### M3 wires, run 1

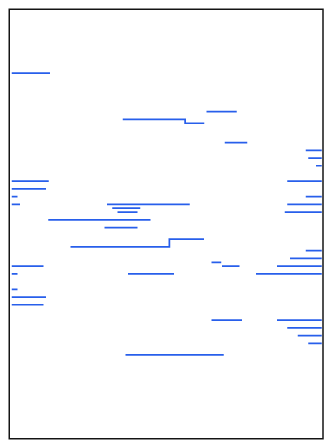
### The metal 2 layer, run 1

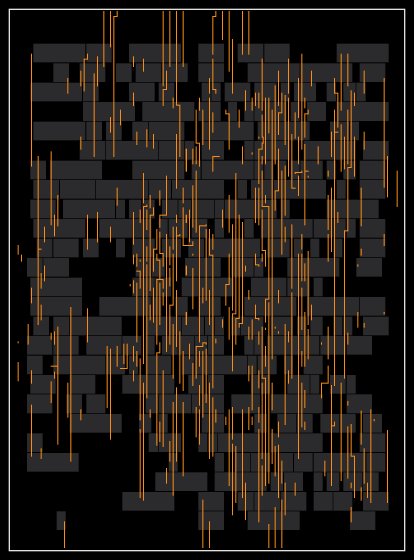
### Wire density map, run 1

11 x 15 tiles, from dark blue (low) to red (high), scaled to the fullest tile. Values are wire area over tile area, all layers added.
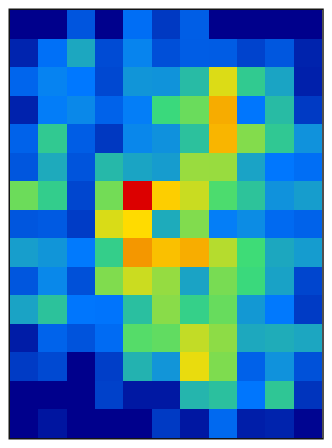
### Routing congestion map, run 1

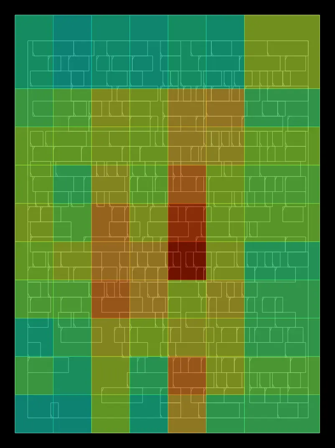
--- src/rtl/nor_func_sweeper_if.sv ---
// nor_func_sweeper_if: operand/result handshake bundle for the NOR-netlist checker.
// The master side supplies operands and consumes results; the slave side is the
// checker itself.
interface nor_func_sweeper_if #(
    parameter int WIDTH = 4
);
    logic             in_valid;
    logic             in_ready;
    logic [WIDTH-1:0] in_a;
    logic [WIDTH-1:0] in_b;
    logic [WIDTH-1:0] in_c;
    logic             out_valid;
    logic             out_ready;
    logic [WIDTH-1:0] out_f;
    logic             out_mismatch;

    modport master (
        output in_valid, in_a, in_b, in_c, out_ready,
        input  in_ready, out_valid, out_f, out_mismatch
    );

    modport slave (
        input  in_valid, in_a, in_b, in_c, out_ready,
        output in_ready, out_valid, out_f, out_mismatch
    );
endinterface

--- src/rtl/nor_func_sweeper.sv ---
// nor_func_sweeper: two-stage pipelined evaluator of F = A & (B | C), computed both
// directly (golden) and through a three-level NOR netlist, flagging any lane where
// the two disagree. A sweep mode feeds every {A,B,C} combination through the same
// pipeline and counts mismatching results.
// Optional feature macro: FAULT_INJECT_EN adds fault_inj_i, which forces lane-0 w2
// low so the netlist output of that lane collapses to A0.
module nor_func_sweeper #(
    parameter int WIDTH = 4,
    parameter int ERRW  = 16
) (
    input  logic                   clk,
    input  logic                   rst,
    nor_func_sweeper_if.slave      bus,
    input  logic                   mode_i,
    input  logic                   start_i,
`ifdef FAULT_INJECT_EN
    input  logic                   fault_inj_i,
`endif
    output logic                   busy_o,
    output logic                   done_o,
    output logic [ERRW-1:0]        err_count_o
);

    localparam int CNTW = 3 * WIDTH;
    localparam logic [CNTW-1:0] CNT_LAST = '1;
    localparam logic [ERRW-1:0] ERR_MAX  = '1;

    typedef enum logic [1:0] {IDLE, SWEEP, DRAIN} state_t;

    state_t            state_q, state_d;
    logic [CNTW-1:0]   cnt_q;
    logic [ERRW-1:0]   err_count_q;

    logic              s1_valid_q;
    logic [WIDTH-1:0]  s1_a_q, s1_b_q, s1_c_q;

    logic              out_valid_q;
    logic [WIDTH-1:0]  out_f_q;
    logic              out_mis_q;

    logic              s2_adv;
    logic              s1_can;
    logic              s1_load;
    logic              sweep_start;
    logic              out_hs;

    logic              src_valid;
    logic [WIDTH-1:0]  src_a, src_b, src_c;

    logic [WIDTH-1:0]  w1, w2, net_f, gold_f;
    logic              net_mis;

    // Pipeline flow control: S2 moves when empty or drained, S1 moves when S2 makes room.
    always_comb begin
        s2_adv  = !out_valid_q || bus.out_ready;
        s1_can  = !s1_valid_q || s2_adv;
        s1_load = src_valid && s1_can;
        out_hs  = out_valid_q && bus.out_ready;
    end

    // Operand source: the sweep counter while sweeping, the external port while idle.
    always_comb begin
        src_valid = 1'b0;
        src_a     = bus.in_a;
        src_b     = bus.in_b;
        src_c     = bus.in_c;
        if (state_q == SWEEP) begin
            src_valid               = 1'b1;
            {src_a, src_b, src_c}   = cnt_q;
        end else if (state_q == IDLE) begin
            src_valid = bus.in_valid;
        end
    end

    // Evaluate the S1 operands both ways; the netlist uses only NOR gates.
    always_comb begin
        w1 = ~(s1_a_q | s1_a_q);
        w2 = ~(s1_b_q | s1_c_q);
`ifdef FAULT_INJECT_EN
        if (fault_inj_i) begin
            w2[0] = 1'b0;
        end
`endif
        net_f   = ~(w1 | w2);
        gold_f  = s1_a_q & (s1_b_q | s1_c_q);
        net_mis = |(net_f ^ gold_f);
    end

    // Sequencer next state: start a sweep, leave it after the last vector, finish when drained.
    always_comb begin
        state_d     = state_q;
        done_o      = 1'b0;
        sweep_start = 1'b0;
        case (state_q)
            IDLE: begin
                if (start_i && mode_i) begin
                    state_d     = SWEEP;
                    sweep_start = 1'b1;
                end
            end
            SWEEP: begin
                if (s1_load && (cnt_q == CNT_LAST)) begin
                    state_d = DRAIN;
                end
            end
            DRAIN: begin
                if (!s1_valid_q && !out_valid_q) begin
                    state_d = IDLE;
                    done_o  = !rst;
                end
            end
            default: begin
                state_d = IDLE;
            end
        endcase
    end

    // Sequencer state register.
    always_ff @(posedge clk) begin
        if (rst) begin
            state_q <= IDLE;
        end else begin
            state_q <= state_d;
        end
    end

    // Stage 1 captures operands whenever it can accept a new one.
    always_ff @(posedge clk) begin
        if (rst) begin
            s1_valid_q <= 1'b0;
            s1_a_q     <= '0;
            s1_b_q     <= '0;
            s1_c_q     <= '0;
        end else if (s1_can) begin
            s1_valid_q <= s1_load;
            if (s1_load) begin
                s1_a_q <= src_a;
                s1_b_q <= src_b;
                s1_c_q <= src_c;
            end
        end
    end

    // Stage 2 holds the result steady until it is handshaken.
    always_ff @(posedge clk) begin
        if (rst) begin
            out_valid_q <= 1'b0;
            out_f_q     <= '0;
            out_mis_q   <= 1'b0;
        end else if (s2_adv) begin
            out_valid_q <= s1_valid_q;
            if (s1_valid_q) begin
                out_f_q   <= net_f;
                out_mis_q <= net_mis;
            end
        end
    end

    // Sweep vector counter, restarted by each new sweep.
    always_ff @(posedge clk) begin
        if (rst) begin
            cnt_q <= '0;
        end else if (sweep_start) begin
            cnt_q <= '0;
        end else if ((state_q == SWEEP) && s1_load) begin
            cnt_q <= cnt_q + 1'b1;
        end
    end

    // Saturating count of mismatching results consumed since the last sweep start.
    always_ff @(posedge clk) begin
        if (rst) begin
            err_count_q <= '0;
        end else if (sweep_start) begin
            err_count_q <= '0;
        end else if (out_hs && out_mis_q && (err_count_q != ERR_MAX)) begin
            err_count_q <= err_count_q + 1'b1;
        end
    end

    assign bus.in_ready     = !rst && (state_q == IDLE) && s1_can;
    assign bus.out_valid    = out_valid_q;
    assign bus.out_f        = out_f_q;
    assign bus.out_mismatch = out_mis_q && out_valid_q;
    assign busy_o           = (state_q != IDLE);
    assign err_count_o      = err_count_q;

endmodule

--- src/flat_wrapper.sv ---
// flat-port wrapper written by rule: the top's interface ports become plain ports
module nor_func_sweeper_flat 
#(
    parameter int WIDTH = 4,
    parameter int ERRW  = 16
)
  (clk, rst, mode_i, start_i, busy_o, done_o, err_count_o, bus_in_valid, bus_in_a, bus_in_b, bus_in_c, bus_out_ready, bus_in_ready, bus_out_valid, bus_out_f, bus_out_mismatch);
  nor_func_sweeper_if #(.WIDTH(WIDTH)) bus_i ();
  input  logic clk;
  input  logic rst;
  input  logic mode_i;
  input  logic start_i;
  output logic busy_o;
  output logic done_o;
  output logic [ERRW-1:0] err_count_o;
  input wire logic [$bits(bus_i.in_valid)-1:0] bus_in_valid;
  input wire logic [$bits(bus_i.in_a)-1:0] bus_in_a;
  input wire logic [$bits(bus_i.in_b)-1:0] bus_in_b;
  input wire logic [$bits(bus_i.in_c)-1:0] bus_in_c;
  input wire logic [$bits(bus_i.out_ready)-1:0] bus_out_ready;
  output wire logic [$bits(bus_i.in_ready)-1:0] bus_in_ready;
  output wire logic [$bits(bus_i.out_valid)-1:0] bus_out_valid;
  output wire logic [$bits(bus_i.out_f)-1:0] bus_out_f;
  output wire logic [$bits(bus_i.out_mismatch)-1:0] bus_out_mismatch;
  assign bus_i.in_valid = bus_in_valid;
  assign bus_i.in_a = bus_in_a;
  assign bus_i.in_b = bus_in_b;
  assign bus_i.in_c = bus_in_c;
  assign bus_i.out_ready = bus_out_ready;
  assign bus_in_ready = bus_i.in_ready;
  assign bus_out_valid = bus_i.out_valid;
  assign bus_out_f = bus_i.out_f;
  assign bus_out_mismatch = bus_i.out_mismatch;
  nor_func_sweeper #(.WIDTH(WIDTH), .ERRW(ERRW)) u_core (.clk(clk), .rst(rst), .bus(bus_i), .mode_i(mode_i), .start_i(start_i), .busy_o(busy_o), .done_o(done_o), .err_count_o(err_count_o));
endmodule
--- config.mk ---
export PLATFORM = sky130hd
export DESIGN_NAME = nor_func_sweeper_flat
export DESIGN_NICKNAME = d
export VERILOG_FILES = /design/src/rtl/nor_func_sweeper_if.sv /design/src/rtl/nor_func_sweeper.sv /design/src/flat_wrapper.sv
export SDC_FILE = /design/constraint.sdc
export NUM_CORES = 1
export LEC_CHECK = 0
export CAP_MARGIN = 20
export CORE_ASPECT_RATIO = 1.4
export CORE_MARGIN = 2
export CORE_UTILIZATION = 52
export DETAILED_ROUTE_END_ITERATION = 7
export PLACE_DENSITY_LB_ADDON = 0.25
export SLEW_MARGIN = 15
export SYNTH_ARGS = -nofsm -noshare
export SYNTH_HDL_FRONTEND = slang
export SYNTH_SLANG_ARGS = --single-unit
--- constraint.sdc ---
create_clock -name clk -period 3.1 [get_ports clk]
set_input_delay 0.62 -clock clk [delete_from_list [all_inputs] [get_ports clk]]
set_output_delay 0.62 -clock clk [all_outputs]
set_load 0.03 [all_outputs]
==> CHANGELOG.md, run 1 <==
## Flow update

* Slew @ Worst Pin at 0.809 ns
* Syn_nets at roughly 230
* Hold_ws at 0.453 ns
* I/O pin cnt at ~43
* Worst slack at placement at 0.380 ns
* Port bufs at 41
* Final Hold Fails at 0
* Fin crit period at 2.71 ns
* WP data arrival at 2.09 ns
* Max_cap viols at 0
* Critical path origin: bus_out_ready
* Max Slew Vio Count at 0
* Net count, final at 269
* Highest-count logic cell in the final layout: dfxtp_1
* CTS tree: done
* Hold Crit Class: flip-flop to flip-flop
* Area grow syn2layout at 27.3%
* Yosys cell types at 34
* Clock skew at ~0.0070 ns
* R2R Path End: u_core.cnt_q[10]
* Outcome: finished clean
* Top cells excl fill/tap: dfxtp_1, clkdlybuf4s50_1, nand2_1, nor2_1, and2_1
About 'M3 wires':
The layer carries 236 um of wire. The wires run mostly horizontal. 34 nets have wire on it.
drt total wl: 3850 um
DR vias: 1564
GR Layer Usage met3: 4.71%

About 'The metal 2 layer':
The layer carries 1860 um of wire. The layer holds 48% of the routed length. 215 nets have wire on it. The wires run mostly vertical. The longest straight run is 38.4 um.
M2 GR Usage: 33.5%

About 'Wire density map':
20% of the tiles are over half the peak. The fullest tile reaches 0.48. The emptiest ninth of the die: lower left.
WL/cell: 13.2 um
GRT Total Usage: 19.9%

About 'Routing congestion map':
busiest grt layer: met2
Final Util: 70.0%
grt met1 use: 24.7%

-- run 1: Yosys cell counts, drive strengths merged --
cell	instances	share of area, %
nor2b	2	0.66
nand4	4	1.3
o21ai	2	0.53
o21bai	2	0.79
and2	18	6.0
and4b	1	0.60
ha	1	0.66
or3	2	0.66
buf	8	2.6
conb	1	0.20
nand2b	2	0.66
and4	2	0.93
a21oi	11	2.9
clkbuf	5	0.99
xor2	7	3.2
nor3b	1	0.40
nor2	23	4.6
or4	2	0.79
or2	2	0.66
nor4	1	0.33
or2b	1	0.40
dfxtp	48	51
nand2	35	7.1
and3	1	0.33
inv	2	0.40
nor4bb	1	0.86
nand3b	1	0.40
o31ai	1	0.40
nand3	6	1.9
o211ai	5	2.0
a311oi	13	6.0
-- run 1: power breakdown --
| group | switching, mW | internal, mW | total (mW) | leakage, nW |
|---|---|---|---|---|
| registers | 0.0131 | 0.636 | 0.649 | 0.391 |
| logic | 0.0612 | 0.0510 | 0.112 | 0.459 |
| clock network | 0.203 | 0.181 | 0.384 | 0.0434 |
| total | 0.278 | 0.867 | 1.14 | 0.892 |
-- run 1: sequential cells by signal (all words and copies together), names as in the netlist --
register,count
u_core.bus.out_f,4
u_core.err_count_o,16
u_core.cnt_q,12
u_core.bus.out_valid,1
u_core.s1_c_q,4
u_core.state_q,2
u_core.s1_b_q,4
u_core.s1_a_q,4
u_core.s1_valid_q,1
-- run 1: critical path, cell delays in order --
cell             delay [ns]
clkdlybuf4s50_1        0.46
nand3b_1               0.12
nor3b_1                0.19
clkdlybuf4s50_1        0.70
--- run 2 (diff from run 1) ---
--- a/config.mk
+++ b/config.mk
@@ -10,6 +10,7 @@
 export CORE_MARGIN = 2
 export CORE_UTILIZATION = 52
 export DETAILED_ROUTE_END_ITERATION = 7
+export DONT_BUFFER_PORTS = 1
 export PLACE_DENSITY_LB_ADDON = 0.25
 export SLEW_MARGIN = 15
 export SYNTH_ARGS = -nofsm -noshare
==> run 2 against run 1 <==
  * Area after synthesis stayed put
  * First-iteration DRC count is 2.9% lower
  * Largest cell class unchanged
  * Global-route usage hardly changed
  * Maximum frequency is 13% higher
  * Worst hold slack worse by 0.076 ns
  * Largest power group unchanged
  * Clock power is 33% higher
  * Non-clock buffer count is 41 lower
  * Combinational power is 32% lower
==> CHANGELOG.md, run 2 <==
## Flow update

* Syn_nets at 230 (unchanged)
* Top cells excl fill/tap: dfxtp_1, nand2_1, nor2_1, and2_1, a311oi_1
* Hold_ws at 0.377 ns (-0.0758 ns)
* Hold Crit Class: primary input to flip-flop
* Max FFs per register at 16 (unchanged)
* Final Hold Fails at 0 (unchanged)
* Clock skew at 0.0114 ns (+0.00435 ns)
* Final Util at 59.1% (-11 points)
* R2R Path End: u_core.s1_a_q[0]
* Port bufs at 0 (-100%)
* Fin crit period at 2.40 ns (-0.313 ns)
* Synth cell count leaders: dfxtp_1, nand2_1, nor2_1
* GRT Total Usage at 19.9% (+0.040 points)
* Post-synth ARST share at 0% (unchanged)
* Max_cap viols at 0 (unchanged)
* Top-count cell post-synth: dfxtp_1
* Slew @ Worst Pin at 0.874 ns (+0.0653 ns)
* CTS tree: done
* Max Slew Vio Count at 0 (unchanged)
* Top area contributor share at 50.8% (unchanged)
* Net count, final at 228 (-15%)
* Outcome: finished clean
* EDFF count, synth at 0 (unchanged)
* Area grow syn2layout at 7.41%
* WP data arrival at 1.78 ns (-0.31 ns)
==> run 2: worst max-delay path, cell delays in order, from the launching register on <==
cell	delay, ns
dfxtp_1	0.58
nand3b_1	0.45
nor3b_1	0.29
buf_4	0.17
==> run 2: worst max-delay path by stage <==
stage	from	end	slack, ns
floorplan	bus_out_ready	bus_in_ready	0.81
global placement	bus_out_ready	bus_in_ready	1.03
detailed placement	bus_out_ready	bus_in_ready	1.0
CTS	u_core.bus.out_valid	bus_in_ready	0.69
global route	u_core.bus.out_valid	bus_in_ready	0.57
finish	u_core.bus.out_valid	bus_in_ready	0.70
==> run 2: through the flow <==
stage	power (mW)	setup slack [ns]	cell area, um2
final	1.24	0.701	2030
after global routing	1.28	0.574	2030
after CTS	1.25	0.687	2030
after global placement	0.739	1.03	1900
after detailed placement	0.745	0.999	1900
after floorplan	0.732	0.812	1890
==> run 2: cell families after synthesis <==
family	count (synthesis)	synth area share, %
flops	48	50.8
other cells	1	0.198
fa+ha+maj	1	0.661
simple gates	105	28.4
xor+xnor	7	3.24
buf+inv	15	4.03
compound gates	34	12.6
==> run 2: cell type report <==
| cell class | count | area share, % |
|---|---|---|
| Clock inverter | 2 | 2.96 |
| Clock buffer | 5 | 3.39 |
| Sequential cell | 48 | 47.3 |
| Multi-Input combinational cell | 148 | 42.1 |
| Timing Repair Buffer | 4 | 1.48 |
| Tap cell | 40 | 2.46 |
| Inverter | 2 | 0.369 |
==> run 2: power breakdown <==
part	total (mW)	switching, mW	internal (mW)
registers	0.654	0.0184	0.636
logic	0.0761	0.0496	0.0266
clock network	0.512	0.195	0.317
total	1.24	0.263	0.980
==> run 2: metal layers <==
metal,GRT usage (%),vias up,part of all wire (%)
met1,19.3,674,38
met5,0,-,0
met3,6.27,8,6.0
met2,37.0,45,54
met4,8.94,0,1.9
li1,-,719,-
### The metal 2 layer, run 2

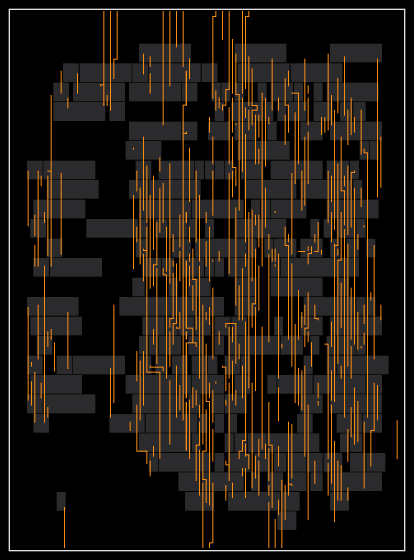
The longest straight run is 43.9 um. The layer holds 54% of the routed length.
DR vias: 1446
drt total wl: 3830 um
M2 GR Usage: 37.0%

### M3 wires, run 2

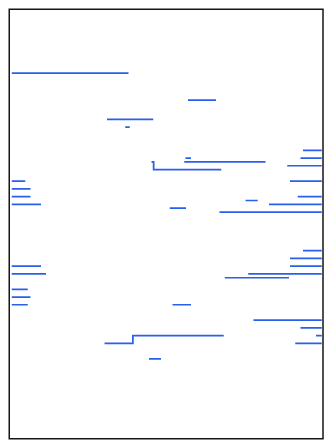
The longest straight run is 20.2 um. The layer holds 6.0% of the routed length.
GR Layer Usage met3: 6.27%

Power and IR drop assume default switching activity.
